## src/rtl/sync_fifo_prog.sv

```systemverilog
// ---------------------------------------------------------------------------
// sync_fifo_prog
// Single-clock FIFO with programmable almost-full / almost-empty thresholds,
// occupancy count, sticky overflow/underflow flags and synchronous flush.
//
// Compile-time option:
//   FIFO_FWFT_EN  defined   -> first-word-fall-through: rdata shows the head
//                              word combinationally whenever the FIFO is not
//                              empty, and 0 while empty.
//                 undefined -> standard mode: rdata is registered and updated
//                              one edge after an accepted read (default).
//
// Parameters:
//   WIDTH     data word width
//   DEPTH     number of entries (power of 2, >= 4)
//   AF_LEVEL  almost_full  when count >= AF_LEVEL
//   AE_LEVEL  almost_empty when count <= AE_LEVEL
//
// Ports:
//   clk          clock, rising edge
//   rst_n        asynchronous active-low reset
//   clr          synchronous flush (pointers, count, error flags)
//   wr_rq/wdata  write request and data
//   rd_rq        read request (head acknowledge in FWFT mode)
//   rdata        read data
//   full, empty, almost_full, almost_empty, count   occupancy status
//   overflow, underflow                             sticky error flags
// ---------------------------------------------------------------------------
module sync_fifo_prog #(
  parameter int WIDTH    = 8,
  parameter int DEPTH    = 16,
  parameter int AF_LEVEL = 12,
  parameter int AE_LEVEL = 4
) (
  input  logic                     clk,
  input  logic                     rst_n,
  input  logic                     clr,
  input  logic                     wr_rq,
  input  logic [WIDTH-1:0]         wdata,
  input  logic                     rd_rq,
  output logic [WIDTH-1:0]         rdata,
  output logic                     full,
  output logic                     empty,
  output logic                     almost_full,
  output logic                     almost_empty,
  output logic [$clog2(DEPTH):0]   count,
  output logic                     overflow,
  output logic                     underflow
);

  localparam int AW = $clog2(DEPTH);
  localparam int CW = AW + 1;
  localparam logic [CW-1:0] DEPTH_C = CW'(DEPTH);
  localparam logic [CW-1:0] AF_C    = CW'(AF_LEVEL);
  localparam logic [CW-1:0] AE_C    = CW'(AE_LEVEL);

  logic [WIDTH-1:0] mem [DEPTH];
  logic [AW-1:0]    wr_ptr;
  logic [AW-1:0]    rd_ptr;
  logic [CW-1:0]    cnt;
  logic             ovf_q;
  logic             unf_q;
  logic             wr_acc;
  logic             rd_acc;

  // Status is decoded from the registered count only, so every flag moves
  // strictly after a clock edge.
  assign full         = (cnt == DEPTH_C);
  assign empty        = (cnt == '0);
  assign almost_full  = (cnt >= AF_C);
  assign almost_empty = (cnt <= AE_C);
  assign count        = cnt;
  assign overflow     = ovf_q;
  assign underflow    = unf_q;

  // Acceptance uses pre-edge flags: at full only the read wins, at empty
  // only the write wins.
  assign wr_acc = wr_rq && !full;
  assign rd_acc = rd_rq && !empty;

  // Storage has no reset; rst_n gating keeps an edge seen during reset from
  // landing a write, and clr discards a same-cycle write.
  always_ff @(posedge clk) begin
    if (rst_n && wr_acc && !clr) begin
      mem[wr_ptr] <= wdata;
    end
  end

  always_ff @(posedge clk or negedge rst_n) begin
    if (!rst_n) begin
      wr_ptr <= '0;
      rd_ptr <= '0;
      cnt    <= '0;
      ovf_q  <= 1'b0;
      unf_q  <= 1'b0;
    end else if (clr) begin
      wr_ptr <= '0;
      rd_ptr <= '0;
      cnt    <= '0;
      ovf_q  <= 1'b0;
      unf_q  <= 1'b0;
    end else begin
      if (wr_acc) wr_ptr <= wr_ptr + 1'b1;
      if (rd_acc) rd_ptr <= rd_ptr + 1'b1;
      case ({wr_acc, rd_acc})
        2'b10:   cnt <= cnt + 1'b1;
        2'b01:   cnt <= cnt - 1'b1;
        default: cnt <= cnt;
      endcase
      if (wr_rq && full)  ovf_q <= 1'b1;
      if (rd_rq && empty) unf_q <= 1'b1;
    end
  end

`ifdef FIFO_FWFT_EN
  // Head word falls through; forced to 0 while empty.
  assign rdata = empty ? '0 : mem[rd_ptr];
`else
  logic [WIDTH-1:0] rdata_q;

  // Registered read port; holds unless a read is accepted.
  always_ff @(posedge clk or negedge rst_n) begin
    if (!rst_n) begin
      rdata_q <= '0;
    end else if (clr) begin
      rdata_q <= '0;
    end else if (rd_acc) begin
      rdata_q <= mem[rd_ptr];
    end
  end

  assign rdata = rdata_q;
`endif

endmodule

```

## config.mk

```make
export PLATFORM = sky130hd
export DESIGN_NAME = sync_fifo_prog
export DESIGN_NICKNAME = d
export VERILOG_FILES = /design/src/rtl/sync_fifo_prog.sv
export SDC_FILE = /design/constraint.sdc
export NUM_CORES = 1
export LEC_CHECK = 0
export CAP_MARGIN = 20
export CORE_ASPECT_RATIO = 0.5
export CORE_UTILIZATION = 50
export CTS_CLUSTER_DIAMETER = 80
export DETAILED_ROUTE_END_ITERATION = 8
export GPL_ROUTABILITY_DRIVEN = 1
export PLACE_DENSITY = 0.68
export REMOVE_ABC_BUFFERS = 1
export SYNTH_ARGS = -nofsm -noshare
export SYNTH_HDL_FRONTEND = slang
export SYNTH_SLANG_ARGS = --single-unit
```

## constraint.sdc

```tcl
create_clock -name clk -period 3.29 [get_ports clk]
set_input_delay 0.329 -clock clk [delete_from_list [all_inputs] [get_ports clk]]
set_output_delay 0.329 -clock clk [all_outputs]
set_load 0.02 [all_outputs]
```

Fig. 1: gate families picked out
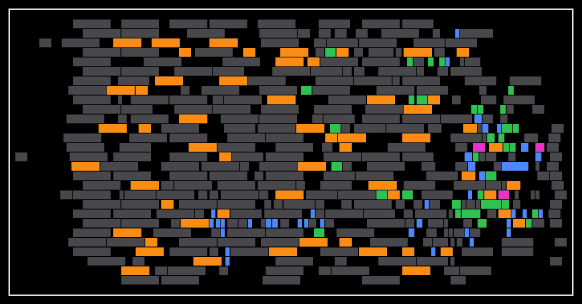
- green: aoi and oai cells (cells 33)
- magenta: non-inverting ao/oa cells (cells 3)
- blue: nor cells (cells 37)
- orange: mux cells (cells 57)

==> results_slide.txt <==
Implementation Results

Cells and area
  – Final core area utilization: a little over 60%
  – Share of final layout cell area taken by clock buffers and inverters: 7.63%
  – Nonclk buf count: about 55
  – Number of standard cells in the layout, taps in and fillers out: about 590
  – Register containing the most flip-flops in the final layout: mem
  – Antenna diodes: 0
  – Sequential cell area in the final layout: ~4400 um2
  – Synth-to-layout area growth: 18.3%

GRT
  – First-pass GRT wire length: around 20 mm
  – Antenna violations before repair: 0
  – Met2 track demand over resource in global routing: between 30% and 40%

Synthesis
  – Share of synthesized cell area in and, or, nand and nor gates: under 10%
  – Register bit total from synthesis: 151
  – Share of async-settable or async-resettable flops after synthesis: ~15%
  – Number of different library cells in the post-synthesis netlist: between 40 and 50
  – Ranking of synthesized cells by area: edfxtp_1 61%, mux4_2 11%, dfrtp_1 9.1%
  – Area share of and-or/or-and cells after synthesis: 4.08%
  – Primary FF master, synth: edfxtp_1
  – Area fraction in full adders, half adders and majority gates: approximately 1.4%

Clocking
  – Later-pin clock latency in the skew report: between 0.4 and 0.5 ns
  – Maximum number of buffers from clock root to sink: 2
  – Clock buffers created by TritonCTS: 17
  – Level count of the clock H-tree: 4
  – Total setup buffers inserted after CTS: 0

Power
  – Cell internal power dissipation: ~3.8 mW
  – PD cells: 715 nW/um2
  – Portion of total power attributed to combinational logic: between 20% and 30%
  – Switching Fraction: just under 30%

Timing
  – Highest clock frequency the design can meet: approximately 0.37 GHz
  – Worst rel slew slack: 41.3%
  – Final setup viols: 0

Flow run
  – Max_cap viols: 0

Floorplan
  – Placement Rows: 28
  – Total die size: between 10000 and 15000 um2
  – Area of the placeable core: between 10000 and 15000 um2
  – DIE WIDTH: between 150 and 200 um

Drt
  – Number of vias per cell: roughly 5.8
  – Count of unresolved DRC violations after routing: 0
  – Routed length on met3: around 940 um
  – Violation count after the first detailed-routing iteration: approximately 360
  – Total length of routed met2 wires: approximately 6.2 mm

Critical path
  – Worst endpoint required time: 2.96 ns
  – Top Family by Delay on Critical Path: simple AND/OR/NAND/NOR gates
  – Source of the critical timing path: count[1]$_DFFE_PN0P_
  – CP peak stage delay: around 0.67 ns

Run status
  – Result of the run: finished, final reports clean
Fig. 2: floorplan with the power grid
Pins as bars on the die edge.
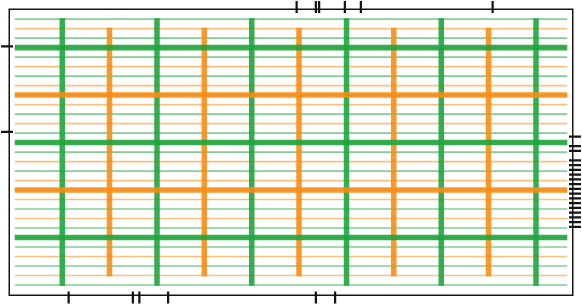
- green: VSS
- orange: VDD
- met1 rails: 29
- met5 straps: 5
- rows: 28
- signal pins: 32
- met4 straps: 11

Power figures rest on the tool's default switching activity, not on a simulated workload.
